$ cat src/rtl/rng_pkg.sv
// Shared types and constants for the LFSR random stream: FSM encoding,
// default polynomial/seed and the single-precision fields used by float output.
package rng_pkg;

  typedef enum logic [1:0] {
    S_IDLE  = 2'd0,
    S_STEP  = 2'd1,
    S_VALID = 2'd2
  } rng_state_e;

  // Taps 31,21,1,0 give a maximal-length 32-bit sequence
  localparam logic [31:0] DEF_TAP_MASK   = 32'h8020_0003;
  localparam logic [31:0] DEF_RESET_SEED = 32'hF23A_27BB;

  localparam logic [7:0] FLT_EXP_BIAS = 8'd127;
  localparam int         FLT_MANT_W   = 23;

endpackage

$ cat src/rtl/lfsr_step.sv
// Combinational Fibonacci LFSR advance: shift left, feedback = XOR of tapped bits.
// Zero latency; no handshake.
module lfsr_step #(
  parameter int               WIDTH    = 32,
  parameter logic [WIDTH-1:0] TAP_MASK = WIDTH'(32'h8020_0003)
) (
  input  logic [WIDTH-1:0] state,
  output logic [WIDTH-1:0] state_nxt
);

  always_comb begin
    state_nxt = {state[WIDTH-2:0], ^(state & TAP_MASK)};
  end

endmodule

$ cat src/rtl/lfsr_rng_stream.sv
// LFSR random word stream with seed load, leap stepping and zero-seed recovery; first word
// STEPS_PER_OUT cycles after enable, words held while rand_ready=0. RNG_FLOAT_OUT_EN selects float output.
module lfsr_rng_stream
  import rng_pkg::*;
#(
  parameter int                    LFSR_WIDTH    = 32,
  parameter logic [LFSR_WIDTH-1:0] TAP_MASK      = LFSR_WIDTH'(DEF_TAP_MASK),
  parameter logic [LFSR_WIDTH-1:0] RESET_SEED    = LFSR_WIDTH'(DEF_RESET_SEED),
  parameter int                    STEPS_PER_OUT = 1,
  parameter int                    OUTPUT_WIDTH  = 32
) (
  input  logic                    clk,
  input  logic                    rstnn,
  input  logic                    enable,
  input  logic                    seed_load,
  input  logic [LFSR_WIDTH-1:0]   seed_data,
  output logic                    rand_valid,
  input  logic                    rand_ready,
  output logic [OUTPUT_WIDTH-1:0] rand_data,
  output logic                    lockup_flag
);

  localparam int CNT_W = $clog2(STEPS_PER_OUT + 1);

  if (LFSR_WIDTH < 8) begin : g_bad_width
    $error("lfsr_rng_stream: LFSR_WIDTH must be >= 8");
  end
  if (RESET_SEED == '0) begin : g_bad_seed
    $error("lfsr_rng_stream: RESET_SEED must be non-zero");
  end
  if (STEPS_PER_OUT < 1 || STEPS_PER_OUT > LFSR_WIDTH) begin : g_bad_steps
    $error("lfsr_rng_stream: STEPS_PER_OUT out of range");
  end
  if (OUTPUT_WIDTH > LFSR_WIDTH) begin : g_bad_out
    $error("lfsr_rng_stream: OUTPUT_WIDTH exceeds LFSR_WIDTH");
  end
`ifdef RNG_FLOAT_OUT_EN
  if (OUTPUT_WIDTH != 32 || LFSR_WIDTH < FLT_MANT_W) begin : g_bad_float
    $error("lfsr_rng_stream: float output needs OUTPUT_WIDTH==32 and LFSR_WIDTH>=23");
  end
`endif

  rng_state_e            fsm_q, fsm_d;
  logic [CNT_W-1:0]      cnt_q, cnt_d;
  logic [LFSR_WIDTH-1:0] state_q, state_d, state_nxt;
  logic                  lockup_q, lockup_d;
  logic                  do_step;

  lfsr_step #(
    .WIDTH    (LFSR_WIDTH),
    .TAP_MASK (TAP_MASK)
  ) u_step (
    .state     (state_q),
    .state_nxt (state_nxt)
  );

  always_ff @(posedge clk or negedge rstnn) begin
    if (!rstnn) begin
      fsm_q    <= S_IDLE;
      cnt_q    <= '0;
      state_q  <= RESET_SEED;
      lockup_q <= 1'b0;
    end else begin
      fsm_q    <= fsm_d;
      cnt_q    <= cnt_d;
      state_q  <= state_d;
      lockup_q <= lockup_d;
    end
  end

  // Next FSM state and step counter; seed_load overrides everything
  always_comb begin
    fsm_d   = fsm_q;
    cnt_d   = cnt_q;
    do_step = 1'b0;
    if (seed_load) begin
      fsm_d = S_IDLE;
      cnt_d = '0;
    end else begin
      case (fsm_q)
        S_IDLE: begin
          if (enable) begin
            do_step = 1'b1;
            if (STEPS_PER_OUT == 1) begin
              fsm_d = S_VALID;
              cnt_d = '0;
            end else begin
              fsm_d = S_STEP;
              cnt_d = CNT_W'(1);
            end
          end
        end
        S_STEP: begin
          if (enable) begin
            do_step = 1'b1;
            if (cnt_q == CNT_W'(STEPS_PER_OUT - 1)) begin
              fsm_d = S_VALID;
              cnt_d = '0;
            end else begin
              cnt_d = cnt_q + CNT_W'(1);
            end
          end
        end
        S_VALID: begin
          if (rand_ready) begin
            if (enable) begin
              do_step = 1'b1;
              if (STEPS_PER_OUT == 1) begin
                cnt_d = '0;
              end else begin
                fsm_d = S_STEP;
                cnt_d = CNT_W'(1);
              end
            end else begin
              fsm_d = S_IDLE;
              cnt_d = '0;
            end
          end
        end
        default: begin
          fsm_d = S_IDLE;
          cnt_d = '0;
        end
      endcase
    end
  end

  // A zero seed would lock the register at zero, so it is swapped for RESET_SEED and flagged
  always_comb begin
    state_d  = state_q;
    lockup_d = lockup_q;
    if (seed_load) begin
      if (seed_data == '0) begin
        state_d  = RESET_SEED;
        lockup_d = 1'b1;
      end else begin
        state_d = seed_data;
      end
    end else if (do_step) begin
      state_d = state_nxt;
    end
  end

  always_comb begin
    rand_valid  = (fsm_q == S_VALID);
    lockup_flag = lockup_q;
`ifdef RNG_FLOAT_OUT_EN
    rand_data   = {1'b0, FLT_EXP_BIAS, state_q[FLT_MANT_W-1:0]};
`else
    rand_data   = state_q[OUTPUT_WIDTH-1:0];
`endif
  end

endmodule

$ cat config.mk
export PLATFORM = sky130hd
export DESIGN_NAME = lfsr_rng_stream
export DESIGN_NICKNAME = d
export VERILOG_FILES = /design/src/rtl/rng_pkg.sv /design/src/rtl/lfsr_step.sv /design/src/rtl/lfsr_rng_stream.sv
export SDC_FILE = /design/constraint.sdc
export NUM_CORES = 1
export LEC_CHECK = 0
export ABC_CLOCK_PERIOD_IN_PS = 3500
export CAP_MARGIN = 20
export CORE_ASPECT_RATIO = 1.75
export CORE_MARGIN = 8
export CORE_UTILIZATION = 30
export DETAILED_ROUTE_END_ITERATION = 8
export HOLD_SLACK_MARGIN = 0.02
export PLACE_DENSITY_LB_ADDON = 0.25
export SYNTH_ARGS = -nofsm -noshare
export SYNTH_HDL_FRONTEND = slang
export SYNTH_SLANG_ARGS = --single-unit
$ cat constraint.sdc
create_clock -name clk -period 3.5 [get_ports clk]
set_input_delay 0.7 -clock clk [delete_from_list [all_inputs] [get_ports clk]]
set_output_delay 0.7 -clock clk [all_outputs]
set_load 0.02 [all_outputs]
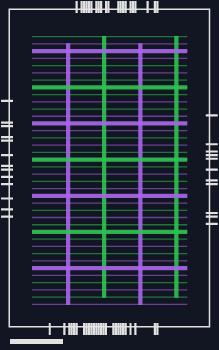
(run_1/pdn.png)
Bar = 20 um. Pins as bars on the die edge.
Purple shows VSS. Green shows VDD.
The core has 37 rows. 71 signal pins sit on the boundary. 38 met1 rails follow the rows.

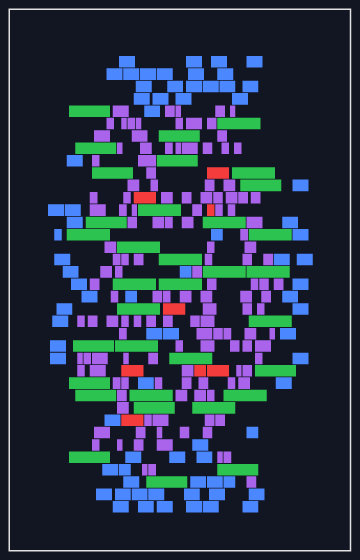
(run_1/cell_classes.png)
Green shows flip-flops, cells 34, share of their area 34%. Purple shows all other logic, cells 139, share of their area 34%. Blue shows other buffers and delay cells, cells 76, share of their area 29%. Red shows clock drivers and dummy loads, cells 8, share of their area 3.7%.
area of the core: 5879 um^2
flop share of the area: 32.65%
Rows: 37
final core utilization: 45.56%
cell area after layout: 2679 um^2

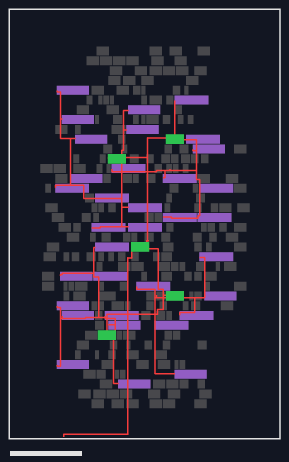
(run_1/clock_map.png)
Bar = 20 um.
Red shows clock wires, length 505 um. Purple shows flip-flops, count 34. Green shows cells driving clock nets, count 5.
There are 6 routed clock nets.

==> impl_metrics.json, run 1 <==
{
  "status": "completed",
  "reg2reg_slack_ps": 1920,
  "sh_comb_area_pct": 32.37,
  "clk_path_buf_depth": 2,
  "combPwrFrac_pct": 27.8,
  "cp_max_fo": 20,
  "layout.nets": 293,
  "crit_end": "rand_data[19]",
  "setup.worst_path.end_class": "flop",
  "drt-vias-per-instance": 5.051,
  "p_int_w": 0.0007732,
  "switching_share_pct": 30.97,
  "hold_viol": 0,
  "synthAoiAreaFrac_pct": 17.05,
  "cp.depth": 5,
  "clk_pin_slew_ps": 70,
  "regArea_um2": 874.6,
  "hold_end": "lockup_flag",
  "ys.flop_type": "dfstp_2",
  "crit_chain": "clkdlybuf4s50_1 > nor4_1 > nand4_1 > or4_4 > a21oi_1",
  "rsz0062_at_grt": "false",
  "reg2reg_from": "rand_data[31]",
  "final_cells": 335,
  "p_leak_nw": 1.065,
  "crit_arrival_ps": 2740,
  "die_w_um": 74.77,
  "top_area_share_pct": 27.54,
  "grt_first_pass_wirelength_um": 9453,
  "ys_cells": 188,
  "non_clock_buffer_count": 76,
  "power_leader": "registers",
  "tritoncts": "done",
  "ys_types": 29,
  "largestClassByArea": "sequential cells",
  "fin_tns_setup_ps": 0,
  "path_buffers": 1,
  "pg_seq_w": 0.000499,
  "vdd_drop_max_mv": 0.1699,
  "synth_cells": 188,
  "placed_cell_area_um2": 2584,
  "hold_start": "lockup_flag",
  "largest_reg_flops": 32,
  "hp-class": "reg -> reg",
  "clock_area_share_pct": 3.550,
  "powerClk_w": 0.000310,
  "critPathKind": "in -> reg",
  "ys_sh_xor_pct": 0.4831,
  "die-area_um2": 8885,
  "synth.logic.top_family": "simple AND/OR/NAND/NOR gates",
  "n_antenna_cell": 0,
  "ys.flops": 34,
  "yosys_area_um2": 1813,
  "critPathLaunchType": "input pin",
  "p_seq_share_pct": 44.5,
  "timing.hold.ws_ps": 475.2
}
==> run_1/final_clocks.png <==
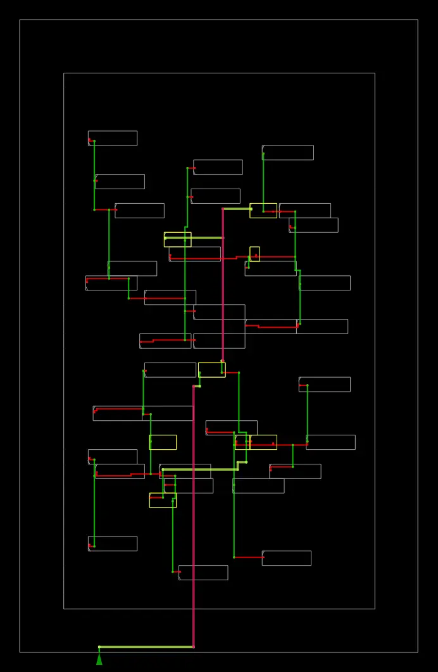

==> run 1 -> run 2 <==
Settings changed: ABC_CLOCK_PERIOD_IN_PS 3500 to 2000.
Clock period 3.5 ns to 2 ns, I/O delays scaled along.
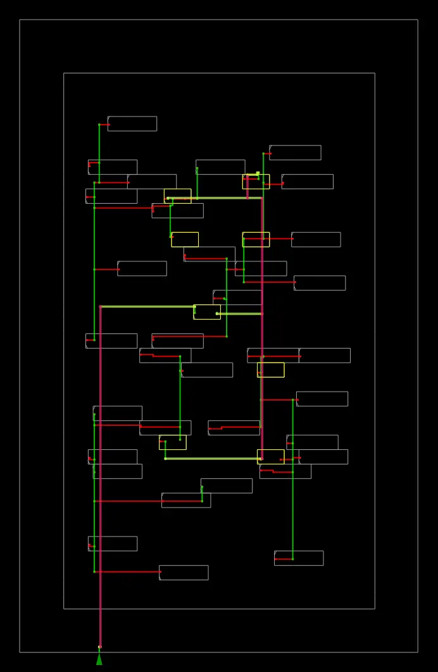
(run_2/final_clocks.png)
clk_lat worst skew: 300 ps
CLK BUF: 8
total clock sinks: 34
CTS Buf Count: 5

==> impl_metrics.json, run 2 <==
{
  "status": "completed",
  "combPwrFrac_pct": 28.4,
  "final_util_pct": 50.22,
  "critPathKind": "in -> reg",
  "cp.depth": 4,
  "path_buffers": 1,
  "ys_cells": 188,
  "die-area_um2": 8885,
  "vdd_drop_max_mv": 0.4341,
  "timing.hold.ws_ps": 363.5,
  "ys.flops": 34,
  "largestClassByArea": "logic gates",
  "p_leak_nw": 1.298,
  "grt_first_pass_wirelength_um": 9798,
  "hp-class": "in -> reg",
  "rows": 37,
  "clk_pin_slew_ps": 70,
  "p_int_w": 0.001449,
  "core_um2": 5879,
  "synth.logic.top_family": "simple AND/OR/NAND/NOR gates",
  "powerClk_w": 0.000614,
  "crit_chain": "clkdlybuf4s50_1 > or4_4 > or4_4 > o21ai_0",
  "ys.flop_type": "dfstp_2",
  "reg2reg_slack_ps": 480,
  "clock_area_share_pct": 3.729,
  "seq_share_pct": 29.62,
  "synthAoiAreaFrac_pct": 17.05,
  "critPathLaunchType": "input pin",
  "pg_seq_w": 0.000870,
  "clk_path_buf_depth": 2,
  "regArea_um2": 874.6,
  "p_seq_share_pct": 42.0,
  "hold_end": "rand_data[11]",
  "postLayoutCellArea_um2": 2953,
  "hold_viol": 0,
  "drt-vias-per-instance": 5.023
}
